`src/rtl/stopwatch_pkg.sv`:
```
// Shared definitions for the stopwatch controller.
//   state_t          : FSM state encoding (IDLE=0, RUNNING=1, PAUSED=2; 3 is
//                      unused and recovers to IDLE).
//   debounce_cycles(): number of clock cycles that make up the debounce window.
package stopwatch_pkg;

    typedef enum logic [1:0] {
        IDLE    = 2'd0,
        RUNNING = 2'd1,
        PAUSED  = 2'd2
    } state_t;

    // (clk_freq / 1000) clock cycles per millisecond, times the window in ms.
    function automatic int debounce_cycles(input int clk_freq, input int ms);
        return (clk_freq / 1000) * ms;
    endfunction

endpackage

```
`src/rtl/btn_debounce.sv`:
```
// Button conditioner: 2-flop synchronizer, debounce counter, press pulse.
//   clk    : clock, all state updates on posedge
//   reset  : synchronous, active-high; clears every flop in this block
//   btn    : raw, asynchronous, bouncing button input
//   press  : one-cycle pulse, the cycle after the debounced level rises
//
// The debounced level follows the synchronized input only after the two have
// differed for DEBOUNCE_CYCLES consecutive cycles; any cycle on which they
// agree again restarts the count from zero.
module btn_debounce #(
    parameter int DEBOUNCE_CYCLES = 4
) (
    input  logic clk,
    input  logic reset,
    input  logic btn,
    output logic press
);

    localparam int CW = $clog2(DEBOUNCE_CYCLES + 1);

    generate
        if (DEBOUNCE_CYCLES < 1) begin : g_bad_window
            $error("btn_debounce: DEBOUNCE_CYCLES must be at least 1");
        end
    endgenerate

    logic          sync_a;
    logic          sync_b;
    logic [CW-1:0] cnt;
    logic          level;
    logic          level_q;

    always_ff @(posedge clk) begin
        if (reset) begin
            sync_a  <= 1'b0;
            sync_b  <= 1'b0;
            cnt     <= '0;
            level   <= 1'b0;
            level_q <= 1'b0;
            press   <= 1'b0;
        end else begin
            sync_a <= btn;
            sync_b <= sync_a;

            if (sync_b == level) begin
                cnt <= '0;
            end else if (cnt >= CW'(DEBOUNCE_CYCLES - 1)) begin
                // This is the DEBOUNCE_CYCLES-th consecutive differing cycle.
                // The >= guard also keeps the counter from ever wrapping.
                level <= sync_b;
                cnt   <= '0;
            end else begin
                cnt <= cnt + CW'(1);
            end

            // Rising edge of the debounced level only; releases are ignored.
            level_q <= level;
            press   <= level & ~level_q;
        end
    end

endmodule

```
`src/rtl/stopwatch_ctl.sv`:
```
// Stopwatch control FSM driven by two bouncing push-buttons.
//   clk            : clock, all state updates on posedge
//   reset          : synchronous, active-high; forces IDLE
//   btn_start_stop : raw start/stop button
//   btn_clear      : raw clear button
//   init_regs      : high in IDLE (zeroes the downstream seconds counter)
//   count_enabled  : high in RUNNING (downstream counter advances)
//   paused_led     : high in PAUSED
//
// Start/stop toggles RUNNING <-> PAUSED (and leaves IDLE); clear returns to
// IDLE from anywhere and wins over a simultaneous start/stop press.
module stopwatch_ctl
    import stopwatch_pkg::*;
#(
    parameter int CLK_FREQ    = 100000000,
    parameter int DEBOUNCE_MS = 10
) (
    input  logic clk,
    input  logic reset,
    input  logic btn_start_stop,
    input  logic btn_clear,
    output logic init_regs,
    output logic count_enabled,
    output logic paused_led
);

    localparam int DEBOUNCE_CYCLES = debounce_cycles(CLK_FREQ, DEBOUNCE_MS);

    logic   start_press;
    logic   clear_press;
    state_t state;
    state_t state_next;
    logic   init_next;
    logic   count_next;
    logic   paused_next;

    btn_debounce #(.DEBOUNCE_CYCLES(DEBOUNCE_CYCLES)) u_start_db (
        .clk   (clk),
        .reset (reset),
        .btn   (btn_start_stop),
        .press (start_press)
    );

    btn_debounce #(.DEBOUNCE_CYCLES(DEBOUNCE_CYCLES)) u_clear_db (
        .clk   (clk),
        .reset (reset),
        .btn   (btn_clear),
        .press (clear_press)
    );

    always_ff @(posedge clk) begin
        if (reset) begin
            state <= IDLE;
        end else begin
            state <= state_next;
        end
    end

    always_comb begin
        state_next = state;
        if (clear_press) begin
            state_next = IDLE;
        end else begin
            case (state)
                IDLE:    if (start_press) state_next = RUNNING;
                RUNNING: if (start_press) state_next = PAUSED;
                PAUSED:  if (start_press) state_next = RUNNING;
                default: state_next = IDLE;
            endcase
        end
    end

    // Output decode of the next state, captured in flops alongside the state
    // register. The outputs therefore always equal the decode of the state
    // register, change on the same edge as the state, and cannot glitch when
    // several state bits flip at once (e.g. RUNNING -> PAUSED).
    always_comb begin
        init_next   = 1'b0;
        count_next  = 1'b0;
        paused_next = 1'b0;
        case (state_next)
            RUNNING: count_next  = 1'b1;
            PAUSED:  paused_next = 1'b1;
            default: init_next   = 1'b1;
        endcase
    end

    always_ff @(posedge clk) begin
        if (reset) begin
            init_regs     <= 1'b1;
            count_enabled <= 1'b0;
            paused_led    <= 1'b0;
        end else begin
            init_regs     <= init_next;
            count_enabled <= count_next;
            paused_led    <= paused_next;
        end
    end

endmodule

```
`config.mk`:
```
export PLATFORM = sky130hd
export DESIGN_NAME = stopwatch_ctl
export DESIGN_NICKNAME = d
export VERILOG_FILES = /design/src/rtl/stopwatch_pkg.sv /design/src/rtl/btn_debounce.sv /design/src/rtl/stopwatch_ctl.sv
export SDC_FILE = /design/constraint.sdc
export NUM_CORES = 1
export LEC_CHECK = 0
export CAP_MARGIN = 0
export CORE_MARGIN = 2
export CORE_UTILIZATION = 63
export CTS_CLUSTER_SIZE = 24
export DETAILED_ROUTE_END_ITERATION = 6
export HOLD_SLACK_MARGIN = 0.12
export PLACE_DENSITY = 0.81
export SLEW_MARGIN = 20
export SYNTH_ARGS = -nofsm -noshare
export SYNTH_HDL_FRONTEND = slang
export SYNTH_SLANG_ARGS = --single-unit
```
`constraint.sdc`:
```
create_clock -name clk -period 2.72 [get_ports clk]
set_input_delay 0.68 -clock clk [delete_from_list [all_inputs] [get_ports clk]]
set_output_delay 0.68 -clock clk [all_outputs]
set_load 0.03 [all_outputs]
```
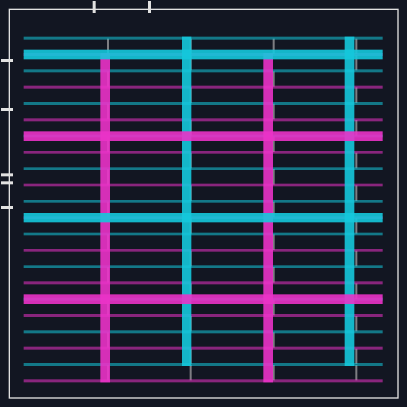
run_1/power_grid.png
Scale: 6 px per um. Pins as bars on the die edge. Tap cells in grey.
VDD: marked cyan. VSS: marked magenta.
The core has 21 rows. 46 tap cells. 4 straps on met5. 4 straps on met4.

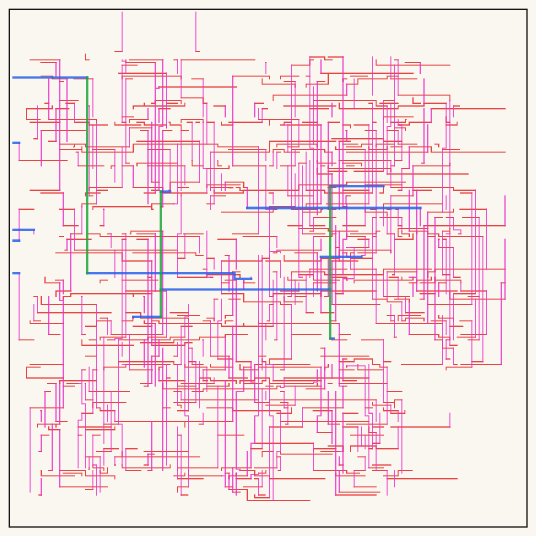
run_1/wires.png
Scale: 8 px per um.
metal 2: marked magenta, wire length 1930 um. metal 4: marked green, wire length 59.2 um. metal 1: marked red, wire length 1900 um. metal 3: marked blue, wire length 94.3 um.

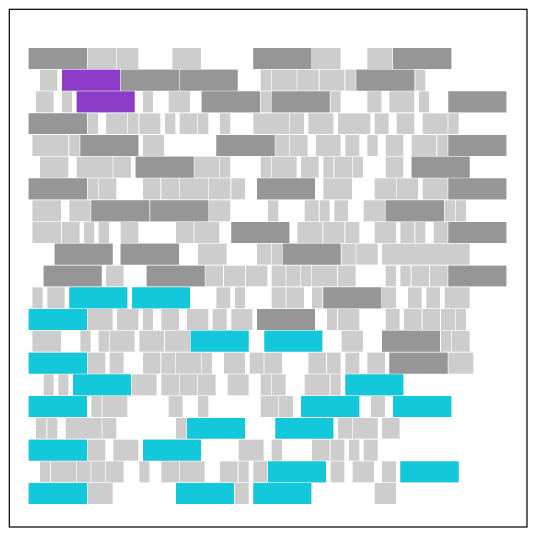
run_1/flops_by_reg.png
Scale: 8 px per um. Other sequential cells in the stronger grey, the rest of the logic in the fainter grey.
state: marked purple, flops 2. u_clear_db.cnt: marked cyan, flops 20.

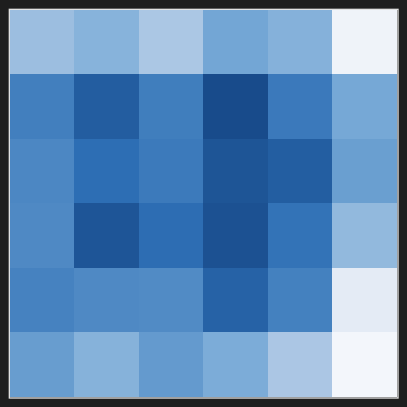
run_1/cell_density.png
Scale: 6 px per um. The die is cut into 6 by 6 equal tiles; white is low, dark blue is high, 0 to 100% covered.
The densest ninth of the die: middle. 25% of the tiles are over 75% full. The emptiest ninth of the die: bottom right.

==> run 1: flip-flops by register name (all words and copies together) (netlist names) <==
| signal | flops |
|---|---|
| u_start_db.cnt | 20 |
| u_start_db.level | 1 |
| u_start_db.sync_a | 1 |
| u_start_db.level_q | 1 |
| init_regs | 1 |
| u_clear_db.sync_b | 1 |
| u_clear_db.cnt | 20 |
| count_enabled | 1 |
| u_start_db.sync_b | 1 |
| u_clear_db.sync_a | 1 |
| u_clear_db.level_q | 1 |
| state | 2 |
| u_clear_db.level | 1 |
| paused_led | 1 |
| u_start_db.press | 1 |
| u_clear_db.press | 1 |
==> run 1: final cells by class <==
type	instances	area, um^2
clock buffers	5	37.54
inverters	12	45.04
well taps	46	57.56
flip-flops and latches	55	1101
multi-input cells	185	1134
clock inverters	2	37.54
fillers	277	920.9
repair buffers	9	82.58
==> metrics.cfg, run 1 <==
[sta]
hold_slack_ns=0.3870
fin_skew_ns=0.01838
slew_headroom_pct=51.37
worstMarginPinSlew_ns=0.7228
setup_viol=0
min_period_ns=2.061

[critical_path]
path_max_fanout=1
crit_path_max_incr_delay_ns=0.66
cp.arrival_ns=1.38
crit_cells=1
crit_start=init_regs

[synthesis]
ys_warn_count=0
yosys.area.top_type=dfxtp_1
common_cells=55 x dfxtp_1, 33 x nor2_1, 14 x a21oi_1, 14 x xor2_1, 13 x nand3_1
avgSynthCellArea_um2=8.913
postSynthSeqShare_pct=47.70
ff_type=dfxtp_1

[status]
status=completed

[drt]
num_vias=1761
finalWirelength_um=3982

[floorplan]
pin_count=7

[power]
p_per_area_nw_per_um2=505.6
combPwrFrac_pct=1.5
seqPwrFrac_pct=64.3
switchingPower_w=0.0002534

[finish]
layout_top_cell=dfxtp_1
final_cells=314
final_core_util_pct=73.04

[flow_run]
maxCapViolations=0

[placement]
hpwl_um=2745

[clocking]
cts_num_sinks=55
cts_tree=yes

[grt]
grt_pass1_vias=1726

run_1/clocks.png
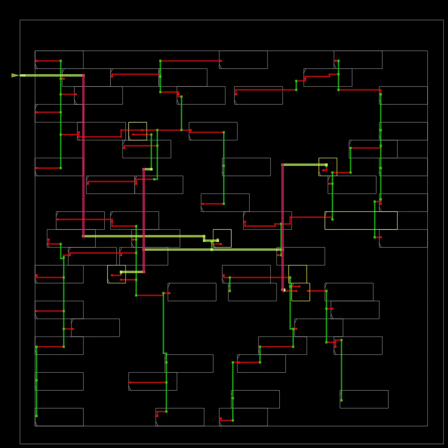

## Run 2: what changed since run 1
--- a/config.mk
+++ b/config.mk
@@ -7,11 +7,11 @@
 export LEC_CHECK = 0
 export CAP_MARGIN = 0
 export CORE_MARGIN = 2
-export CORE_UTILIZATION = 63
+export CORE_UTILIZATION = 54
 export CTS_CLUSTER_SIZE = 24
 export DETAILED_ROUTE_END_ITERATION = 6
 export HOLD_SLACK_MARGIN = 0.12
-export PLACE_DENSITY = 0.81
+export PLACE_DENSITY = 0.74
 export SLEW_MARGIN = 20
 export SYNTH_ARGS = -nofsm -noshare
 export SYNTH_HDL_FRONTEND = slang
==> constraint.sdc (replaced) <==
create_clock -name clk -period 1.8 [get_ports clk]
set_input_delay 0.45 -clock clk [delete_from_list [all_inputs] [get_ports clk]]
set_output_delay 0.45 -clock clk [all_outputs]
set_load 0.03 [all_outputs]
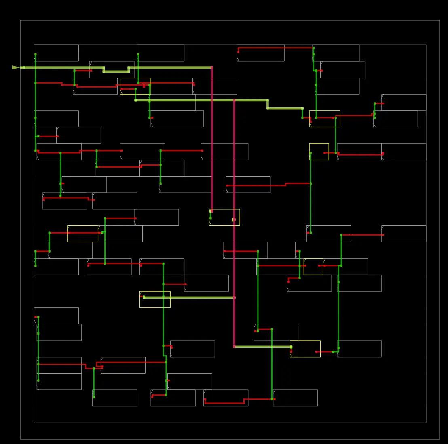
run_2/clocks.png
clock sink total: 55
Num CTS Buffers: 5
CLK BUF: 6
Clock Skew: 0.005846 ns
Power Clock: 0.000729 W

==> run 2 against run 1 <==
Final cell count is 7.3% higher. Clock-buffer cell count is 1 higher. Clock skew is 0.013 ns lower. Sequential power is about 50% higher. Synthesized cell count stayed put. Total power is 57% higher. Area after synthesis stayed put. Flip-flop count stayed put. Cell area is 9.0% higher. Global-route usage is 4.5 points lower. Wire length is 2.1% higher. Critical path type is now reg2reg. Critical endpoint is now u_start_db.cnt[18]. Largest power group unchanged.
==> metrics.cfg, run 2 <==
[status]
status=completed  ; unchanged

[synthesis]
synthCells=259  ; unchanged
ys_warn_count=0  ; unchanged
top_cell=dfxtp_1  ; unchanged
common_cells=55 x dfxtp_1, 33 x nor2_1, 14 x a21oi_1, 14 x xor2_1, 13 x nand3_1  ; unchanged
postSynthSeqShare_pct=47.70  ; unchanged
avgSynthCellArea_um2=8.913  ; unchanged
mux_share_pct=0.8672  ; unchanged
ys_sh_adder_pct=2.168  ; unchanged

[finish]
combGateArea_um2=1175  ; was 1134 um^2
layout_top_cell=dfxtp_1  ; unchanged
num-fill-cells=320  ; was 277
final_cells=337  ; was 314
reg_top3=u_clear_db.cnt x20, u_start_db.cnt x20, state x2  ; unchanged
seqCellArea_um2=1115  ; was 1101 um^2

[flow_run]
maxCapViolations=0  ; unchanged

[power]
combPwrFrac_pct=1.6  ; was 1.5%
switchingPower_w=0.0004252  ; was 0.0002534 W
p_per_area_nw_per_um2=729.3  ; was 505.6 nW/um^2

[sta]
min_period_ns=1.758
slew_headroom_pct=79.72  ; was 51.37%
worstMarginPinSlew_ns=0.3032  ; was 0.7228 ns
setup_viol=0  ; unchanged

[floorplan]
pin_count=7  ; unchanged

[critical_path]
critPathMostFrequentCell=or4_4
crit_cells=5  ; was 1
path_max_fanout=4  ; was 1
crit_path_max_incr_delay_ns=0.50  ; was 0.66 ns
reg2reg_setup_slack_ns=0.04  ; was 0.73 ns
crit_start=u_start_db.cnt[1]  ; was init_regs
cp.arrival_ns=2.01  ; was 1.38 ns

[drt]
finalWirelength_um=4064  ; was 3982 um
num_vias=1801  ; was 1761

[grt]
grt_pass1_vias=1632  ; was 1726
grt_busiest_layer=met2  ; unchanged

[placement]
hpwl_um=2769  ; was 2745 um

[clocking]
cts_tree=yes  ; unchanged

[run 2: final cells by class]
type	count	area share, %
Inverter	12	1.657
Sequential cell	55	41.00
Clock buffer	6	3.037
Tap cell	50	2.301
Multi-Input combinational cell	185	43.21
Timing Repair Buffer	27	8.145
Clock inverter	2	0.6443
[run 2: through the flow]
step	utilization [%]	instance area, um^2	setup TNS, ns	power (W)
2_1_floorplan	-	2315	0	0.001269
3_3_place_gp	62.87	2551	0	0.001283
3_5_place_dp	62.87	2551	0	0.001283
4_1_cts	65.46	2656	0	0.002017
5_1_grt	67.01	2719	-0.04143	0.002068
6_report	67.01	2719	0	0.001983
[run 2: repair_timing]
item                                   in CTS  in global routing
endpoints found under the hold margin       0                  0
pin swaps                                   0                  4
setup endpoints to repair                   4                 18
buffers inserted                            0                  2
gates resized                               2                 15
gates cloned                                0                  0
Power and IR drop assume default switching activity.
